Run 1, power grid:
The bar under the picture is 20 um long. Pins as bars on the die edge. Tap cells in gray.
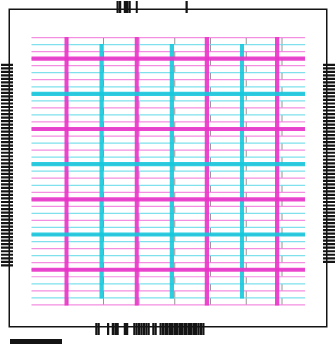
Run 1, placement by cell class:
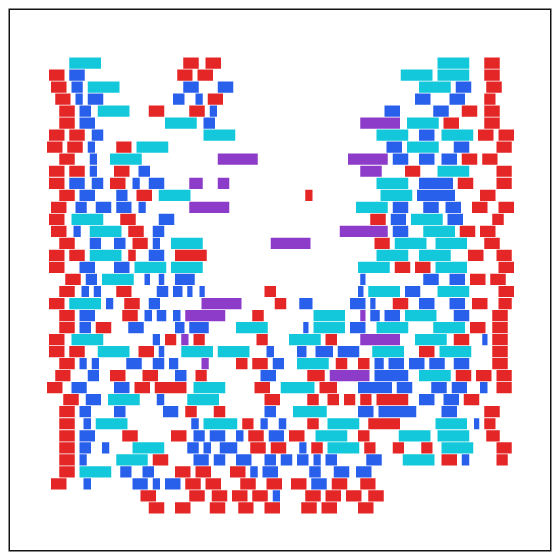
Run 1, clock network drawn from the DEF:
The bar under the picture is 20 um long.
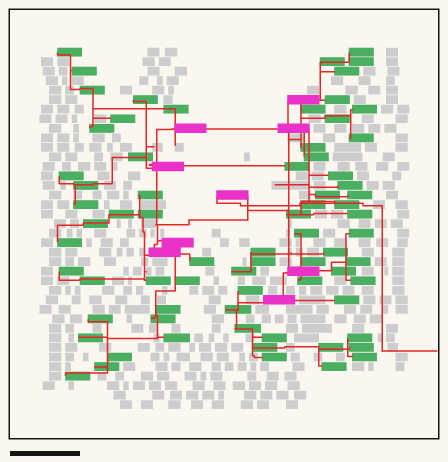
===== config.mk =====
export PLATFORM = sky130hd
export DESIGN_NAME = dmem_arbiter
export DESIGN_NICKNAME = d
export VERILOG_FILES = /design/src/rtl/dmem_arbiter.sv
export SDC_FILE = /design/constraint.sdc
export NUM_CORES = 1
export LEC_CHECK = 0
export CELL_PAD_IN_SITES_DETAIL_PLACEMENT = 1
export CELL_PAD_IN_SITES_GLOBAL_PLACEMENT = 1
export CORE_MARGIN = 8
export CORE_UTILIZATION = 26
export DETAILED_ROUTE_END_ITERATION = 12
export PLACE_DENSITY = 0.83
export SYNTH_ARGS = -nofsm -noshare
export SYNTH_HDL_FRONTEND = slang
export SYNTH_SLANG_ARGS = --single-unit
export TNS_END_PERCENT = 100

===== constraint.sdc =====
create_clock -name clk -period 2.01 [get_ports clk]
set_input_delay 0.402 -clock clk [delete_from_list [all_inputs] [get_ports clk]]
set_output_delay 0.402 -clock clk [all_outputs]
set_load 0.02 [all_outputs]

===== src/rtl/dmem_arbiter.sv =====
// Two-port req/gnt arbiter sharing one Data_Memory access port (port 0 CPU, port 1 debug/loader).
// Latency: req seen at edge N -> gnt in cycle N+1 -> rvalid/rdata in cycle N+2; one access per cycle.
// Backpressure: a requester holds req with stable fields until gnt; the loser simply keeps waiting.
module dmem_arbiter #(
   parameter int DEPTH    = 8,
   parameter int MAX_WAIT = 4,
   parameter int RR_MODE  = 0
) (
   input  logic        clk,
   input  logic        rst,
   input  logic        req0,
   input  logic        req1,
   input  logic        we0,
   input  logic        we1,
   input  logic [15:0] addr0,
   input  logic [15:0] addr1,
   input  logic [15:0] wdata0,
   input  logic [15:0] wdata1,
   output logic        gnt0,
   output logic        gnt1,
   output logic        err0,
   output logic        err1,
   output logic        rvalid0,
   output logic        rvalid1,
   output logic [15:0] rdata0,
   output logic [15:0] rdata1,
   output logic [15:0] mem_access_addr,
   output logic [15:0] mem_write_data,
   output logic        mem_write_en,
   output logic        mem_read,
   input  logic [15:0] mem_read_data
);

   localparam int WW = (MAX_WAIT < 1) ? 1 : $clog2(MAX_WAIT + 1);

   typedef enum logic [1:0] {IDLE, ACC0, ACC1} state_t;

   state_t        state_q, state_d;
   logic          acc_we_q, acc_we_d;
   logic [15:0]   acc_addr_q, acc_addr_d;
   logic [15:0]   acc_wdata_q, acc_wdata_d;
   logic [WW-1:0] wait_cnt_q, wait_cnt_d;
   logic          rr_last_q, rr_last_d;
   logic          rvalid0_q, rvalid0_d;
   logic          rvalid1_q, rvalid1_d;
   logic [15:0]   rdata0_q, rdata0_d;
   logic [15:0]   rdata1_q, rdata1_d;

   logic          p0_wins;
   logic          pick0;
   logic          pick1;
   logic          in_range;
   logic [15:0]   rd_val;

   // Captured address is checked once; out-of-range accesses still grant but never touch memory.
   assign in_range = (acc_addr_q < 16'(DEPTH));
   assign rd_val   = in_range ? mem_read_data : 16'h0;

   // Arbitration, capture of the winner, starvation counter and round-robin pointer.
   always_comb begin
      state_d     = IDLE;
      acc_we_d    = acc_we_q;
      acc_addr_d  = acc_addr_q;
      acc_wdata_d = acc_wdata_q;
      wait_cnt_d  = wait_cnt_q;
      rr_last_d   = rr_last_q;

      if (RR_MODE != 0) begin
         p0_wins = rr_last_q;
      end else begin
         p0_wins = (wait_cnt_q != WW'(MAX_WAIT));
      end
      pick0 = req0 & (~req1 | p0_wins);
      pick1 = req1 & ~pick0;

      if (pick0) begin
         state_d     = ACC0;
         acc_we_d    = we0;
         acc_addr_d  = addr0;
         acc_wdata_d = wdata0;
         rr_last_d   = 1'b0;
      end else if (pick1) begin
         state_d     = ACC1;
         acc_we_d    = we1;
         acc_addr_d  = addr1;
         acc_wdata_d = wdata1;
         rr_last_d   = 1'b1;
      end

      if (~req1 | pick1) begin
         wait_cnt_d = '0;
      end else if (wait_cnt_q != WW'(MAX_WAIT)) begin
         wait_cnt_d = wait_cnt_q + WW'(1);
      end

      rvalid0_d = (state_q == ACC0) & ~acc_we_q;
      rvalid1_d = (state_q == ACC1) & ~acc_we_q;
      rdata0_d  = rvalid0_d ? rd_val : rdata0_q;
      rdata1_d  = rvalid1_d ? rd_val : rdata1_q;
   end

   // State and capture registers; reset drops any access in flight.
   always_ff @(posedge clk) begin
      if (rst) begin
         state_q     <= IDLE;
         acc_we_q    <= 1'b0;
         acc_addr_q  <= 16'h0;
         acc_wdata_q <= 16'h0;
         wait_cnt_q  <= '0;
         rr_last_q   <= 1'b1;
         rvalid0_q   <= 1'b0;
         rvalid1_q   <= 1'b0;
         rdata0_q    <= 16'h0;
         rdata1_q    <= 16'h0;
      end else begin
         state_q     <= state_d;
         acc_we_q    <= acc_we_d;
         acc_addr_q  <= acc_addr_d;
         acc_wdata_q <= acc_wdata_d;
         wait_cnt_q  <= wait_cnt_d;
         rr_last_q   <= rr_last_d;
         rvalid0_q   <= rvalid0_d;
         rvalid1_q   <= rvalid1_d;
         rdata0_q    <= rdata0_d;
         rdata1_q    <= rdata1_d;
      end
   end

   // Grant/strobe outputs are gated by rst so a reset cycle never issues a write.
   assign gnt0            = (state_q == ACC0) & ~rst;
   assign gnt1            = (state_q == ACC1) & ~rst;
   assign err0            = gnt0 & ~in_range;
   assign err1            = gnt1 & ~in_range;
   assign mem_write_en    = (state_q != IDLE) & acc_we_q & in_range & ~rst;
   assign mem_read        = (state_q != IDLE) & ~acc_we_q & in_range & ~rst;
   assign mem_access_addr = acc_addr_q;
   assign mem_write_data  = acc_wdata_q;
   assign rvalid0         = rvalid0_q;
   assign rvalid1         = rvalid1_q;
   assign rdata0          = rdata0_q;
   assign rdata1          = rdata1_q;

endmodule


==> flow_metrics.tcl, run 1 <==
# metrics dict for downstream scripts
set metrics [dict create \
    vias 2969 \
    cap_violations 0 \
    wl_met1_mm 4.824 \
    final_common_cell "clkdlybuf4s50_1" \
    powerClk_mw 1.59 \
    hold_depth 1 \
    regToRegSetupSlack_ns 0.07 \
    relSlewSlack_pct 70.67 \
    setup_ws_ns -0.5653 \
    nonClkBufAreaFrac_pct 35.47 \
    slew_violations 0 \
    instances_no_fill 585 \
    maxUsedRoutingLayer "met4" \
    tightestPinTransition_ns 0.4384 \
    worstHoldStart "rdata1[9]$_SDFFE_PP0P_" \
    initial_core_util_pct 26.80 \
    power.share.sequential_pct 40.1 \
    fin_total_pwr_mw 3.800 \
    numCtsBuffers 9 \
    arrival_ns 2.17 \
    met2_length_mm 5.360 \
    ys_seq_share_pct 49.19 \
    critPathCaptureType "primary output" \
    warnings 30 \
    fp.dieW_um 122.2 \
    yosys_cells 271 \
    crit-reg2reg-launch "mem_access_addr[7]$_SDFFE_PP0P_" \
    cts_max_level 3 \
    core_area_um2 10940 \
    critPathKind "reg -> out" \
    logic_gates 165 \
    place_area_um2 4832 \
    powerSeq_mw 1.52 \
    crit_path_start_kind "flop" \
    p_per_area_nw_per_um2 735.9 \
    outcome "complete, but fails checks" \
    drc 0 \
    internal-power_mw 2.857 \
    dp.cells 566 \
    hpwl_mm 8.744 \
    cts_hold_buf 0 \
    avgSynthCellArea_um2 10.81 \
    max_freq_mhz 388.3 \
    combGateArea_um2 1394 \
    dieHeight_um 122.2 \
    cts_buffer_depth 2 \
    n_clock_buffer 11 \
    final_cell_mix "clkdlybuf4s50_1 (149), dfxtp_1 (69), nor3_1 (35), mux2i_1 (34), a211oi_1 (33)" \
    num-nonclk-buffers 187 \
    ios 158 \
    syn_area_um2 2930 \
    worstReg2RegEnd "rdata0[7]$_SDFFE_PP0P_" \
    met2_usage_pct 25.62 \
    violations "negative setup slack" \
    leakagePower_nw 1.968 \
    fin_hold_ws_ns 0.4686 \
    clk_latency_ns 0.32 \
    gr-total-overflow 0 \
    setup_viol 4 \
    synth.yosys.warnings 0 \
    cts_root_buf "clkbuf_16" \
    io_buffer_count 157 \
    grt_pass1_vias 3307 \
    synth_flops 72 \
    wl_met3_mm 1.217 \
    nets 528 \
    dp_slack_ns -0.7126 \
    top_power_group "clock" \
    grt_max_degree 36 \
    critPathMaxFanout 2 \
    grt.met3_usage_pct 6.617 \
    die_area_um2 14920 \
    finalInstanceArea_um2 5164 \
    antenna_left 0 \
    cts.sink_count 72 \
    flops 72 \
    cts.clk_slew.worst_paths_ns 0.06 \
    finalClockPeriodUsage_pct 128.1 \
    comb-power_mw 0.689 \
    combinationalPowerShare_pct 18.1 \
    area_delta_synth_final_pct 76.22 \
    seq_area_um2 1445 \
    drtPass1Iterations 4 \
    n_tap_cell 140 \
    min_path_type "reg -> reg" \
    yosys-stat-area_um2 2930 \
    final_layout_size_suffix_gt1_share_pct 14.83 \
    rsz0062_at_grt "yes" \
]
## Picture notes: 'power grid'
Key: VDD = cyan; VSS = magenta
7 straps on met5. 7 straps on met4. 39 met1 rails follow the rows. The core has 38 rows. 158 signal pins sit on the boundary.

## Picture notes: 'placement by cell class'
Key: clock drivers and dummy loads = purple [cells 16, share of their area 6.0%]; remaining logic cells = blue [cells 170, share of their area 28%]; remaining buffers and delay cells = red [cells 187, share of their area 37%]; registers = cyan [cells 72, share of their area 29%]

## Picture notes: 'clock network drawn from the DEF'
Key: clock-net drivers = magenta [count 9]; flip-flops = green [count 72]; clock wires = red [length 1020 um]
There are 10 routed clock nets.

==> run 1: timing repair <==
action,4_1_cts,5_1_grt
buffers inserted,0,3
setup endpoints to repair,6,4
pin swaps,0,4
resized,24,4
==> run 1: worst max path at each step <==
stage	to	slack, ns
2_1_floorplan	mem_write_en	-0.25
3_5_place_dp	mem_read	-0.71
5_1_grt	mem_write_en	-0.64
4_1_cts	mem_read	-0.60
3_3_place_gp	mem_read	-0.70
6_report	mem_write_en	-0.57
==> run 1: cells by family after synthesis <==
| kind of cell | count (synthesis) | share of synthesized area, % |
|---|---|---|
| buffers and inverters | 34 | 4.739 |
| adders and majority gates | 2 | 0.8538 |
| DFF | 72 | 49.19 |
| AOI/OAI and AO/OA | 68 | 20.24 |
| and+or+nand+nor | 61 | 13.36 |
| muxes | 34 | 11.61 |
==> run 1: state kept, by name, indices dropped and copies added, names as in the netlist <==
signal and count:
acc_we_q 1, mem_access_addr 16, mem_write_data 16, rdata0 16, rdata1 16, rvalid0 1, rvalid1 1, state_q 2
wait_cnt_q 3
==> run 1: cell usage after synthesis (all sizes together) <==
cell type   n  area (um^2)
nor3       36        180.2
and3b       1        8.760
nor2        6        22.52
nand2b      3        18.77
inv         5        18.77
a211oi     33        247.7
nor4        3        48.80
or4b        3        33.78
a21oi       1        5.000
nand3b      1        7.510
clkbuf     21        78.83
o21ba       2        20.02
ha          2        25.02
dfxtp      72         1441
a32o       32        320.3
buf         8        41.28
or4         2        22.52
mux2i      34        340.3
or2         1        6.260
and2        2        12.51
and3        1        6.260
nor4b       2        23.77
==> run 1: critical path, cell delays in order (launching register included) <==
cell and delay (ns):
dfxtp_2 0.32, or4_4 0.56, or4b_4 0.56, nor4b_4 0.24, buf_4 0.18
Run 1, metal layers overlaid:
The bar under the picture is 20 um long. Two of the layers only.
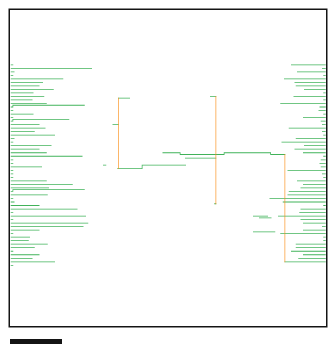

## Run 2: what changed since run 1
--- a/config.mk
+++ b/config.mk
@@ -5,12 +5,14 @@
 export SDC_FILE = /design/constraint.sdc
 export NUM_CORES = 1
 export LEC_CHECK = 0
+export ABC_AREA = 1
 export CELL_PAD_IN_SITES_DETAIL_PLACEMENT = 1
 export CELL_PAD_IN_SITES_GLOBAL_PLACEMENT = 1
-export CORE_MARGIN = 8
+export CORE_MARGIN = 2
 export CORE_UTILIZATION = 26
 export DETAILED_ROUTE_END_ITERATION = 12
-export PLACE_DENSITY = 0.83
+export PLACE_DENSITY = 0.82
+export REMOVE_ABC_BUFFERS = 1
 export SYNTH_ARGS = -nofsm -noshare
 export SYNTH_HDL_FRONTEND = slang
 export SYNTH_SLANG_ARGS = --single-unit
Run 2, metal layers overlaid:
The bar under the picture is 20 um long. Two of the layers only.
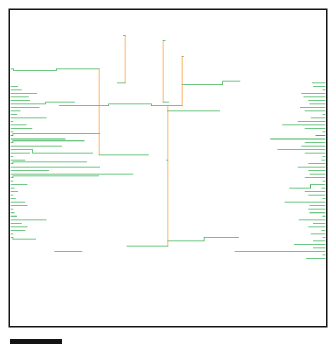
Key: M4 = orange [wire length 149 um]; M3 = green [wire length 1050 um]

==> flow_metrics.tcl, run 2 <==
# metrics dict for downstream scripts
set metrics [dict create \
    outcome "complete, no violations" \
    yosysTopAreaCell "dfxtp_1" \
    post_cts_resized 22 \
    crit_path_start_kind "flop" \
    crit-reg2reg-launch "wait_cnt_q[0]$_SDFFE_PP0P_" \
    synth.yosys.warnings 0 \
    finalClockPeriodUsage_pct 95.15 \
    setup_viol 0 \
    worstHoldStart "wait_cnt_q[0]$_SDFFE_PP0P_" \
    edf_count 0 \
    fp.dieW_um 122.4 \
    tightestPinTransition_ns 0.8328 \
    ys_seq_share_pct 39.56 \
    io_buffer_count 157 \
    startpoint "state_q[1]$_SDFF_PP0_" \
    cap_violations 0 \
    drtPass1Iterations 4 \
    die_area_um2 14980 \
    cp_top_family "buffers and inverters" \
    std_cell_rows 43 \
    dr.first_iter.drc_count 128 \
    ios 158 \
    finalCriticalPeriod_ns 1.912 \
    antenna_found_initial 0 \
    gp_congestion 0.7529 \
    top_cells_by_area "dfxtp_1 (40%), nand2_1 (15%), nand3_1 (9.9%)" \
    final_layout_size_suffix_gt1_share_pct 15.48 \
    post_drt_wl_per_cell_um 14.80 \
    p_per_area_nw_per_um2 690.3 \
    instances_no_fill 839 \
    ir_worst_vdd_v 0.0004395 \
    critPathCaptureType "primary output" \
    fin_util_pct 41.26 \
    yosys-stat-area_um2 3643 \
    top_cell_area_share_pct 39.56 \
    fin_hold_ws_ns 0.4932 \
    final_cell_mix "clkdlybuf4s50_1 (150), nand2_1 (140), nand3_1 (72), dfxtp_1 (71), inv_1 (66)" \
    antenna_left 0 \
    worstReg2RegEnd "mem_access_addr[6]$_SDFFE_PP0P_" \
    critPathKind "reg -> out" \
    vias_per_cell 4.484 \
    clk_latency_ns 0.34 \
    crit_path_end "gnt1" \
    yosys_cells 497 \
    hold_end "wait_cnt_q[0]$_SDFFE_PP0P_" \
    synthCells 497 \
    tns_ns 0 \
    grt_pass1_vias 3963 \
    ff_type "dfxtp_1" \
    hold_viol_final 0 \
    grt_pass1_wl_mm 19.48 \
    critPathMaxFanout 4 \
    dieHeight_um 122.4 \
    cts_hold_buf 0 \
    hpwl_mm 8.795 \
    setup_ws_ns 0.09755 \
    final_common_cell "clkdlybuf4s50_1" \
    top_cell "nand2_1" \
    crit_buf_inv 3 \
    slew_violations 0 \
    cts_root_buf "clkbuf_16" \
    diodes 0 \
    path_depth 4 \
    avgSynthCellArea_um2 7.331 \
    relSlewSlack_pct 44.35 \
    nets 743 \
    regToRegSetupSlack_ns 0.23 \
    place_area_um2 5375 \
    max_stage_delay_ns 0.48 \
    syn_area_um2 3643 \
    max_freq_mhz 522.9 \
    grt_max_degree 67 \
    tritoncts "done" \
    core_area_um2 13770 \
    dp_slack_ns -0.4375 \
    vias 3762 \
    rsz0062_at_grt "no" \
    dp.cells 823 \
    leakagePower_nw 2.611 \
    fin_total_pwr_mw 3.923 \
    synth_flops 72 \
    cts.clk_slew.worst_paths_ns 0.05 \
    worst_r2r_path_depth 10 \
    wl_mm 12.42 \
    worstPathRequired_ns 1.61 \
    postCtsSetupBuffers 0 \
    finalInstanceArea_um2 5683 \
    warnings 26 \
    cp_cell_sequence "inv_2 > nor3_2 > buf_4 > dlygate4sd2_1" \
    cts_max_level 3 \
    initial_core_util_pct 26.45 \
    min_path_type "reg -> reg" \
    cts_buffer_depth 2 \
    gr-total-overflow 0 \
    synthArstFlopShare_pct 0 \
    arrival_ns 1.51 \
    track_usage_pct 16.74 \
    hold_depth 2 \
    top_cells_by_count "nand2_1 (142), dfxtp_1 (72), nand3_1 (72), inv_1 (67), o21ai_1 (28)" \
    drc 0 \
    area_delta_synth_final_pct 55.98 \
    crit_slowest_cell "dfxtp_1" \
    synth.distinct_cells 26 \
]
Run 2, the clock network:
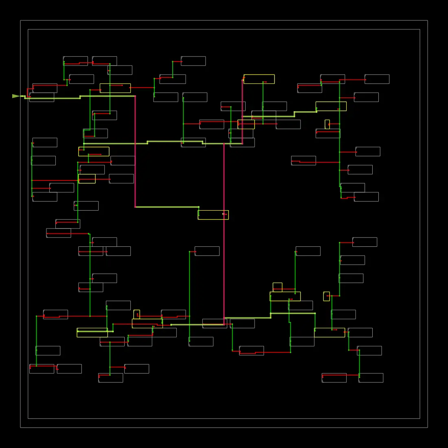
Setup Skew: 0.006016 ns
Seq cells: 72
power in the clock group: 1.48 mW
CTS buffer count: 9
clk sink count: 72

run 2: netlist changes by cell type after synthesis, sizes merged, moves of 21 or more:
cell	before	now
o21ai	0	33
buf	8	29
a32o	32	0
nand3	0	82
inv	5	75
a211oi	33	0
nand2	0	144
nor3	36	5
mux2i	34	0
a21oi	1	35
run 2: cells by family (layout without fill, tap and decap cells):
| kind of cell | count (synthesis) | count (layout) | share of synthesized area [%] |
|---|---|---|---|
| AOI/OAI and AO/OA | 68 | 68 | 11.92 |
| xor gates and xnor gates | 1 | 1 | 0.2404 |
| adders and majority gates | 2 | 2 | 0.6867 |
| buffers and inverters | 107 | 269 | 13.84 |
| DFF | 72 | 72 | 39.56 |
| and+or+nand+nor | 247 | 247 | 33.76 |
run 2: where the power goes:
part	leakage [nW]	total [mW]	switching [mW]	internal, mW
clock	0.134	1.48	0.586	0.891
combinational	1.88	0.878	0.457	0.422
sequential	0.592	1.57	0.0552	1.51
total	2.61	3.92	1.10	2.82
run 2: final cells by class:
class,count,area [um^2]
fillers,1688,8090
multi-input cells,318,1737
repair buffers,179,1723
flip-flops and latches,72,1443
inverters,75,281.5
clock buffers,12,256.5
well taps,180,225.2
clock inverters,3,17.52
run 2: worst min-delay path: cells and delay by family, from the launching register on:
kind | cells | cell delay (ns)
AOI/OAI and AO/OA | 1 | 0.05
and+or+nand+nor | 1 | 0.07
DFF | 1 | 0.33
run 2: routing by layer:
metal  vias up  global-route usage, %  part of all wire, %
li1       1878                      -                    -
met4         0                  4.741                  1.2
met5         -                      0                    0
met2       111                  30.49                   49
met3        13                  6.970                  8.4
met1      1760                  17.58                   41
Run 2, power grid:
The bar under the picture is 20 um long. Pins as bars on the die edge. Tap cells in gray.
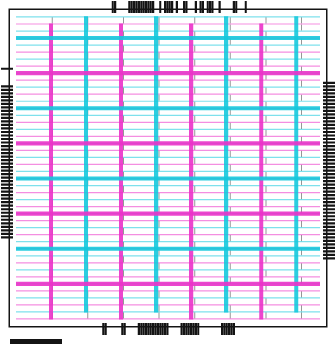

## Run 3: what changed since run 2
--- a/config.mk
+++ b/config.mk
@@ -12,7 +12,7 @@
 export CORE_UTILIZATION = 26
 export DETAILED_ROUTE_END_ITERATION = 12
 export PLACE_DENSITY = 0.82
-export REMOVE_ABC_BUFFERS = 1
+export SETUP_SLACK_MARGIN = 0.5
 export SYNTH_ARGS = -nofsm -noshare
 export SYNTH_HDL_FRONTEND = slang
 export SYNTH_SLANG_ARGS = --single-unit
Run 3, power grid:
The bar under the picture is 20 um long. Pins as bars on the die edge. Tap cells in gray.
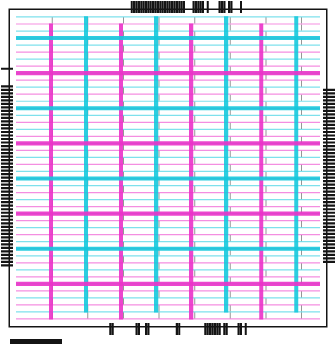
Key: VDD = cyan; VSS = magenta
The core has 43 rows. 44 met1 rails follow the rows.

Run 3, metal layers overlaid:
The bar under the picture is 20 um long. Two of the layers only.
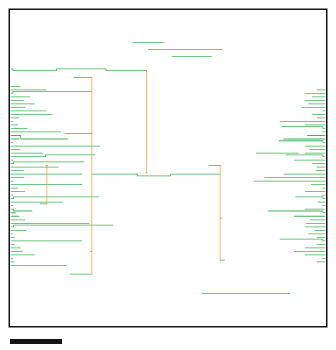
Key: M4 = orange [wire length 167 um]; M3 = green [wire length 1250 um]

==> flow_metrics.tcl, run 3 <==
# metrics dict for downstream scripts
set metrics [dict create \
    outcome "complete, no violations" \
    relSlewSlack_pct 67.58 \
    synthArstFlopShare_pct 0 \
    cts_buffer_depth 2 \
    synth_flops 72 \
    synth_xor_xnor_area_share_pct 0.2404 \
    regToRegSetupSlack_ns 0.58 \
    worstPathRequired_ns 1.61 \
    wl_met3_mm 1.247 \
    initial_core_util_pct 26.45 \
    setup_viol 0 \
    leakagePower_nw 3.048 \
    core_area_um2 13770 \
    ios 158 \
    final_cell_mix "nand2_1 (136), clkdlybuf4s50_1 (82), nand3_1 (69), inv_1 (64), dfxtp_1 (58)" \
    post_cts_resized 131 \
    slew_violations 0 \
    worstHoldStart "rdata1[13]$_SDFFE_PP0P_" \
    post_drt_wl_per_cell_um 15.88 \
    crit_slowest_cell "dfxtp_2" \
    io_buffer_count 157 \
    critPathMaxFanout 3 \
    synth.yosys.warnings 0 \
    adder_share_pct 0.6868 \
    fp.dieW_um 122.4 \
    power.switching_mw 1.223 \
    swShare_pct 30.52 \
    fill_cells 1712 \
    dr.first_iter.drc_count 66 \
    cap_violations 0 \
    synth.distinct_cells 26 \
    met2_length_mm 6.854 \
    grt.met3_usage_pct 6.366 \
    yosys_cells 497 \
    top_cells_by_count "nand2_1 (142), dfxtp_1 (72), nand3_1 (72), inv_1 (67), o21ai_1 (28)" \
    maxUsedRoutingLayer "met4" \
    tightestPinTransition_ns 0.4863 \
    finalClockPeriodUsage_pct 93.00 \
    power.share.sequential_pct 39.0 \
    avgSynthCellArea_um2 7.331 \
    hold_depth 2 \
    grt_pass1_vias 4152 \
    tns_ns 0 \
    worst_r2r_path_depth 11 \
    cts_root_buf "clkbuf_16" \
    instances_no_fill 867 \
    vias_per_cell 4.501 \
    hold_viol_final 0 \
    fin_skew_ns 0.007500 \
    std_cell_rows 43 \
    ys_sh_simple_pct 33.76 \
    synthMuxAreaShare_pct 0 \
    worstReg2RegEnd "mem_write_data[11]$_SDFFE_PP0P_" \
    antenna_left 0 \
    diodes 0 \
    met2_usage_pct 32.29 \
    cts_hold_buf 0 \
    drtPass1Iterations 4 \
    dp.cells 827 \
    arrival_ns 1.47 \
    cp_cell_sequence "nor2_1 > nand2_1 > nor2_4 > nand2_4 > nor3_4 > buf_6" \
    p_clk_share_pct 37.8 \
    internal-power_mw 2.784 \
    gp_congestion 0.7354 \
    busiest_layer "met2" \
    combinationalPowerShare_pct 23.2 \
]
[run 3: cell counts after synthesis]
No cell type changed its count.
[run 3: final cells by class]
| cell class | count | area (um^2) | area share (%) |
|---|---|---|---|
| Timing Repair Buffer | 202 | 1943 | 31.96 |
| Multi-Input combinational cell | 322 | 1878 | 30.89 |
| Sequential cell | 72 | 1466 | 24.12 |
| Inverter | 75 | 286.5 | 4.713 |
| Clock buffer | 9 | 225.2 | 3.704 |
| Tap cell | 180 | 225.2 | 3.704 |
| Clock inverter | 7 | 55.05 | 0.9055 |
[run 3: worst max-delay path by stage]
stage | start | cells after the start | to | slack (ns)
floorplan | state_q[1]$_SDFF_PP0_ | 4 | err1 | 0.45
global placement | rst | 5 | err1 | -0.40
detailed placement | rst | 5 | err1 | -0.43
CTS | mem_access_addr[6]$_SDFFE_PP0P_ | 6 | mem_write_en | 0.13
global route | mem_access_addr[14]$_SDFFE_PP0P_ | 6 | mem_write_en | 0.08
finish | mem_access_addr[5]$_SDFFE_PP0P_ | 6 | mem_read | 0.14
[run 3: power groups by stage]
stage               logic [mW]  registers, mW  clock network, mW
floorplan                0.374           1.69                  0
global placement         0.886           1.59                  0
detailed placement       0.904           1.60                  0
CTS                      0.888           1.56               1.56
global route              1.01           1.57               1.62
finish                   0.931           1.56               1.51
[run 3: cells by family (layout without fill, tap and decap cells)]
family / count (synthesis) / after routing
AOI/OAI and AO/OA: 68 / 68
xor gates and xnor gates: 1 / 1
and+or+nand+nor: 247 / 251
adders and majority gates: 2 / 2
DFF: 72 / 72
buffers and inverters: 107 / 293
[run 3: stage by stage]
step / total power [mW] / hold WS, ns
final: 4.007 / 0.5254
after CTS: 4.007 / 0.5061
after floorplan: 2.063 / 0.4556
after detailed placement: 2.500 / 0.4976
after global routing: 4.201 / 0.5605
after global placement: 2.475 / 0.4641
Power is estimated from default activity; no workload was simulated.
